## src/rtl/fp_mul_arbiter.sv

```systemverilog
// Two requesters share one signed fixed-point multiplier: a round-robin grant feeds
// an issue register, and the product is formatted and latched in a response register.
module fp_mul_arbiter #(
  parameter int WI1 = 4,
  parameter int WF1 = 5,
  parameter int WI2 = 4,
  parameter int WF2 = 5,
  parameter int WIO = 8,
  parameter int WFO = 10
) (
  input  logic                 clk,
  input  logic                 reset,
  input  logic                 req0_valid,
  output logic                 req0_ready,
  input  logic [WI1+WF1-1:0]   req0_a,
  input  logic [WI2+WF2-1:0]   req0_b,
  input  logic                 req1_valid,
  output logic                 req1_ready,
  input  logic [WI1+WF1-1:0]   req1_a,
  input  logic [WI2+WF2-1:0]   req1_b,
  output logic                 rsp0_valid,
  output logic                 rsp1_valid,
  output logic [WIO+WFO-1:0]   rsp_data,
  output logic                 rsp_ovf,
  output logic [1:0]           ovf_sticky,
  input  logic [1:0]           clr_ovf
);

  localparam int AW     = WI1 + WF1;
  localparam int BW     = WI2 + WF2;
  localparam int INT_L  = WI1 + WI2;
  localparam int FRAC_L = WF1 + WF2;
  localparam int PW     = INT_L + FRAC_L;

  logic last_grant;
  logic grant0;
  logic grant1;
  logic xfer;
  logic xfer_id;

  // Handshake: an operand pair moves when reqN_valid and reqN_ready are both high at
  // a rising edge; ready is the grant itself, so a requester may drop valid at any time.
  always_comb begin
    grant0 = 1'b0;
    grant1 = 1'b0;
    if (!reset) begin
      if (req0_valid && req1_valid) begin
        grant0 = last_grant;
        grant1 = !last_grant;
      end else begin
        grant0 = req0_valid;
        grant1 = req1_valid;
      end
    end
  end

  assign req0_ready = grant0;
  assign req1_ready = grant1;
  assign xfer       = grant0 | grant1;
  assign xfer_id    = grant1;

  logic                  s1_valid;
  logic                  s1_id;
  logic signed [AW-1:0]  s1_a;
  logic signed [BW-1:0]  s1_b;

  always_ff @(posedge clk) begin
    if (reset) begin
      s1_valid   <= 1'b0;
      s1_id      <= 1'b0;
      s1_a       <= '0;
      s1_b       <= '0;
      last_grant <= 1'b1;
    end else begin
      s1_valid <= xfer;
      if (xfer) begin
        s1_a       <= xfer_id ? req1_a : req0_a;
        s1_b       <= xfer_id ? req1_b : req0_b;
        s1_id      <= xfer_id;
        last_grant <= xfer_id;
      end
    end
  end

  logic signed [PW-1:0] a_ext;
  logic signed [PW-1:0] b_ext;
  logic signed [PW-1:0] prod;
  logic [INT_L-1:0]     int_p;
  logic [WFO-1:0]       frac_f;
  logic [WIO-1:0]       int_f;
  logic                 ovf;

  assign a_ext = PW'(s1_a);
  assign b_ext = PW'(s1_b);
  assign prod  = a_ext * b_ext;
  assign int_p = prod[PW-1:FRAC_L];

  generate
    if (WFO == FRAC_L) begin : g_frac_exact
      assign frac_f = prod[FRAC_L-1:0];
    end else if (WFO > FRAC_L) begin : g_frac_pad
      assign frac_f = {prod[FRAC_L-1:0], {(WFO-FRAC_L){1'b0}}};
    end else begin : g_frac_trunc
      // Low fraction bits fall off: plain truncation toward minus infinity.
      logic unused_frac;
      assign frac_f      = prod[FRAC_L-1 -: WFO];
      assign unused_frac = ^prod[FRAC_L-WFO-1:0];
    end
  endgenerate

  generate
    if (WIO == INT_L) begin : g_int_exact
      assign int_f = int_p;
      assign ovf   = 1'b0;
    end else if (WIO > INT_L) begin : g_int_ext
      assign int_f = {{(WIO-INT_L){int_p[INT_L-1]}}, int_p};
      assign ovf   = 1'b0;
    end else begin : g_int_trunc
      // Keep the true sign bit; the dropped upper bits must all match it to be exact.
      assign int_f = {int_p[INT_L-1], int_p[WIO-2:0]};
      assign ovf   = !((&int_p[INT_L-1:WIO-1]) || !(|int_p[INT_L-1:WIO-1]));
    end
  endgenerate

  always_ff @(posedge clk) begin
    if (reset) begin
      rsp0_valid <= 1'b0;
      rsp1_valid <= 1'b0;
      rsp_data   <= '0;
      rsp_ovf    <= 1'b0;
      ovf_sticky <= 2'b00;
    end else begin
      rsp0_valid <= s1_valid && !s1_id;
      rsp1_valid <= s1_valid && s1_id;
      if (s1_valid) begin
        rsp_data <= {int_f, frac_f};
        rsp_ovf  <= ovf;
      end
      // A set from the response on the bus this cycle beats a same-cycle clear.
      ovf_sticky <= (ovf_sticky & ~clr_ovf) | ({rsp1_valid, rsp0_valid} & {2{rsp_ovf}});
    end
  end

endmodule

```

## config.mk

```make
export PLATFORM = sky130hd
export DESIGN_NAME = fp_mul_arbiter
export DESIGN_NICKNAME = d
export VERILOG_FILES = /design/src/rtl/fp_mul_arbiter.sv
export SDC_FILE = /design/constraint.sdc
export NUM_CORES = 1
export LEC_CHECK = 0
export ABC_AREA = 1
export CAP_MARGIN = 20
export CORE_ASPECT_RATIO = 0.7
export CORE_MARGIN = 2
export CORE_UTILIZATION = 35
export CTS_BUF_LIST = sky130_fd_sc_hd__clkbuf_8
export CTS_CLUSTER_SIZE = 10
export DETAILED_ROUTE_END_ITERATION = 16
export GPL_ROUTABILITY_DRIVEN = 0
export PLACE_DENSITY_LB_ADDON = 0.12
export SYNTH_ARGS = -nofsm -noshare
export SYNTH_HDL_FRONTEND = slang
export SYNTH_SLANG_ARGS = --single-unit
```

## constraint.sdc

```tcl
create_clock -name clk -period 6.8 [get_ports clk]
set_clock_uncertainty 0.05 [all_clocks]
set_input_delay 1.36 -clock clk [delete_from_list [all_inputs] [get_ports clk]]
set_output_delay 1.36 -clock clk [all_outputs]
set_load 0.005 [all_outputs]
```

### Zoomed window

Region (12, 53) to (62, 103) µm. Cells in gray, sequential cells in the stronger gray; small squares are vias.
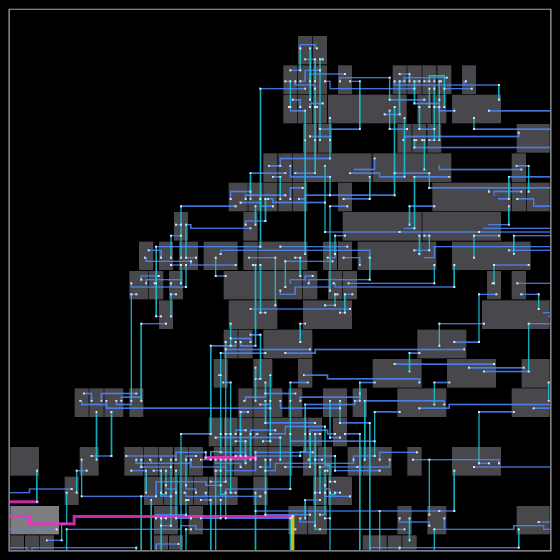
- met4: yellow
- met3: magenta
- met1: blue
- met2: cyan
- most frequent: nand2_1 (44), inv_1 (37), ha_1 (12)
- cells with their middle in the window: 133
- netlist names of flops here include: rsp_data (1)
- sequential cells in the window: 1

### PDN straps and rails

Pins as bars on the die edge.
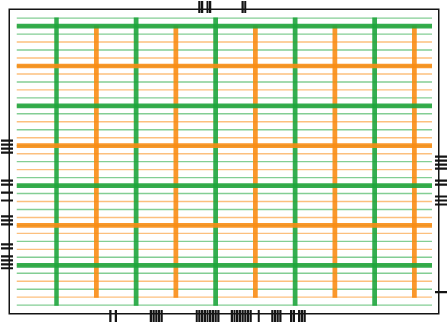
- VSS: green
- VDD: orange
- signal pins: 67
- met4 straps: 10

==> results_tabular.tex <==
% Yosys + OpenROAD metrics
\begin{tabular}{lr}
\hline
Metric & Value \\
\hline
\multicolumn{2}{l}{\textbf{Outcome}} \\
\quad Run status & finished, final reports clean \\
\multicolumn{2}{l}{\textbf{Worst hold path}} \\
\quad Min-delay worst type & flop to flop \\
\quad Worst hold endpoint & ovf\_sticky[1] \\
\quad Hold\_sp & ovf\_sticky[1] \\
\quad Number of cells traversed by the worst hold path & 2 \\
\multicolumn{2}{l}{\textbf{Flow run}} \\
\quad Count of maximum capacitance violations & 0 \\
\quad Log Warnings & 26 \\
\multicolumn{2}{l}{\textbf{Global route}} \\
\quad Largest net degree at the start of global routing & 34 \\
\quad Wire length of the first global-routing pass & 21100 µm \\
\quad Antenna violations before repair & 0 \\
\quad Global route overflow & 0 \\
\multicolumn{2}{l}{\textbf{Placed design}} \\
\quad Pre-CTS worst setup slack & 1580 ps \\
\quad Cell area after placement & 0.00568 mm² \\
\quad HPWL reported at the end of detailed placement & 10300 µm \\
\multicolumn{2}{l}{\textbf{Synth}} \\
\quad Register bit count reported by yosys & 43 \\
\quad Sequential-to-total area share from yosys stat & 0.174 \\
\quad Count of instantiated cells in the yosys netlist & 663 \\
\quad Number of different library cells in the post-synthesis netlist & 28 \\
\quad Netlist area before placement & 0.00494 mm² \\
\quad Mean area per synthesized cell & 7.45 µm² \\
\quad Yosys synthesis chip area & 0.00494 mm² \\
\multicolumn{2}{l}{\textbf{Clocking}} \\
\quad Setup Buffers After CTS & 0 \\
\quad Number of buffers created by CTS & 5 \\
\quad Post-CTS Hold Buffers & 0 \\
\quad CTS tree & built \\
\quad Clock insertion delay at the later pin of the skew report & 300 ps \\
\quad Resize count post-CTS & 0 \\
\quad Max clock buf depth & 2 \\
\quad Clock transition time at the flip-flop clock pins of the worst setup and hold paths & 90 ps \\
\multicolumn{2}{l}{\textbf{Worst setup path}} \\
\quad Required time reported for the critical path endpoint & 5390 ps \\
\quad Largest driver fanout on the critical path & 33 \\
\quad Number of buffers and inverters on the critical path & 5 \\
\quad Worst reg-to-reg setup slack & 1990 ps \\
\quad Length in cells of the worst reg-to-reg path & 18 \\
\quad CP Launch Point & reset \\
\quad Cell with the largest stage delay on the worst path & clkdlybuf4s50\_1 \\
\quad Reg2Reg Launch Point & s1\_a[8] \\
\quad Family of cells with the greatest summed delay on the critical path & buffers and inverters \\
\quad Critical path capture point type & output port \\
\multicolumn{2}{l}{\textbf{Layout}} \\
\quad Final non-filler cell area & 0.00575 mm² \\
\quad Leading cell types in the layout, fill and taps excluded & 174 x nand2\_1, 149 x inv\_1, 70 x fa\_1 \\
\quad Antenna diode count & 0 \\
\quad Most frequent logic cell in the layout & nand2\_1 \\
\quad Number of nets in the finished design & 853 \\
\quad Layout Area Growth over Synthesis & 16.4\% \\
\quad Fill count & 1452 \\
\quad Share of post-route cells with drive strength above 1 & 0.0370 \\
\multicolumn{2}{l}{\textbf{Floorplan}} \\
\quad Starting density of the core & 0.356 \\
\quad Die span in y & 103 µm \\
\quad Die Span X & 146 µm \\
\quad Number of top-level design ports & 67 \\
\multicolumn{2}{l}{\textbf{Routing}} \\
\quad Ratio of routed vias to standard cells & 4.60 \\
\quad Number of antenna-violating nets in the routed design & 0 \\
\quad Total vias in the final route & 4102 \\
\quad Average routed wire per standard cell & 14.1 µm \\
\quad Total iterations of the first detailed-routing run & 7 \\
\quad Number of DRC markers in iteration 0 & 250 \\
\multicolumn{2}{l}{\textbf{STA}} \\
\quad Number of endpoints failing setup at the final stage & 0 \\
\quad Relative slew slack & 0.364 \\
\quad Crit path time final & 5230 ps \\
\quad Slew at the pin closest to its max-slew limit & 953 ps \\
\multicolumn{2}{l}{\textbf{Power}} \\
\quad Worst vdd ir & 0.0000989 V \\
\quad Leakage & 0.00316 µW \\
\quad Pwr Density & 158 mW/mm² \\
\hline
\end{tabular}
### The clock network

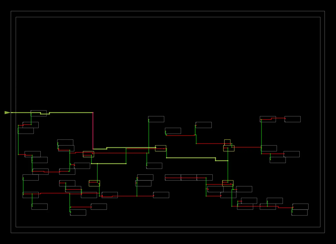
P_clk: 160 µW
clock sink count: 43
clock tree buffer count of the final layout: 5

## worst max-delay path by stage
stage / to / slack, ps / cells after the start
6_report: req1_ready / 1570 / 6
5_1_grt: req1_ready / 1400 / 6
4_1_cts: req1_ready / 1570 / 6
3_5_place_dp: req1_ready / 1580 / 6
3_3_place_gp: req1_ready / 1650 / 6
2_1_floorplan: rsp_data[17] / 2370 / 19
## stage by stage
stage	std cells	util	total power (µW)	hold WS, ps
6_report	892	0.415	909	395
5_1_grt	892	0.415	995	432
4_1_cts	892	0.415	921	396
3_5_place_dp	886	0.409	754	382
3_3_place_gp	886	0.409	754	377
2_1_floorplan	663	-	608	363
## power breakdown
part / internal (µW) / total (µW) / switching [µW]
sequential: 276 / 319 / 43.3
combinational: 187 / 430 / 243
clock: 68.4 / 160 / 91.5
## sequential cells by signal (all words and copies together) (netlist names)
signal / flops
last_grant: 1
ovf_sticky: 2
s1_a: 9
s1_b: 9
rsp0_valid: 1
rsp_data: 18
s1_valid: 1
s1_id: 1
rsp1_valid: 1
## worst min-delay path, stage by stage (launching register included)
cell and delay (ps):
dfxtp_1 320, nand2_1 60, nor2_1 30
## cells in the mapped netlist (all sizes together)
library cell | instances | area [µm²]
nand2 | 181 | 697
or2 | 2 | 12.5
a31oi | 18 | 113
buf | 10 | 76.3
nand4 | 2 | 12.5
o21ai | 29 | 145
a21oi | 7 | 50.1
nand3 | 27 | 150
o211ai | 5 | 37.5
nor2 | 48 | 188
conb | 1 | 3.75
xnor2 | 2 | 17.5
clkbuf | 23 | 86.3
xor2 | 3 | 26.3
inv | 151 | 567
ha | 38 | 475
dfxtp | 43 | 861
o21bai | 3 | 22.5
fa | 70 | 1400
## area by class of cell
class                      instances  area [µm²]  area share
clock inverter                     1        7.51     0.00131
timing repair buffer              66         658       0.114
multi-input combinational        436        3350       0.583
clock buffer                       5        68.8      0.0120
inverter                         151         567      0.0985
tap                              190         238      0.0413
sequential                        43         861       0.150
## kinds of logic (layout without fill, tap and decap cells)
kind of cell | count (synthesis) | count (layout) | synth area share
compound gates | 62 | 62 | 0.0744
flops | 43 | 43 | 0.174
other cells | 1 | 1 | 0.000759
simple gates | 260 | 260 | 0.214
xor+xnor | 5 | 5 | 0.00886
fa+ha+maj | 108 | 108 | 0.380
buf+inv | 184 | 223 | 0.148
## routing by layer
metal,vias to the layer above,share of wire,GRT usage
met3,6,0.060,0.0404
met4,0,0.0075,0.0276
met5,-,0,0
li1,2049,-,-
met1,1958,0.52,0.266
met2,89,0.41,0.264
No activity file was given, so power comes from the tool's default toggle rates.
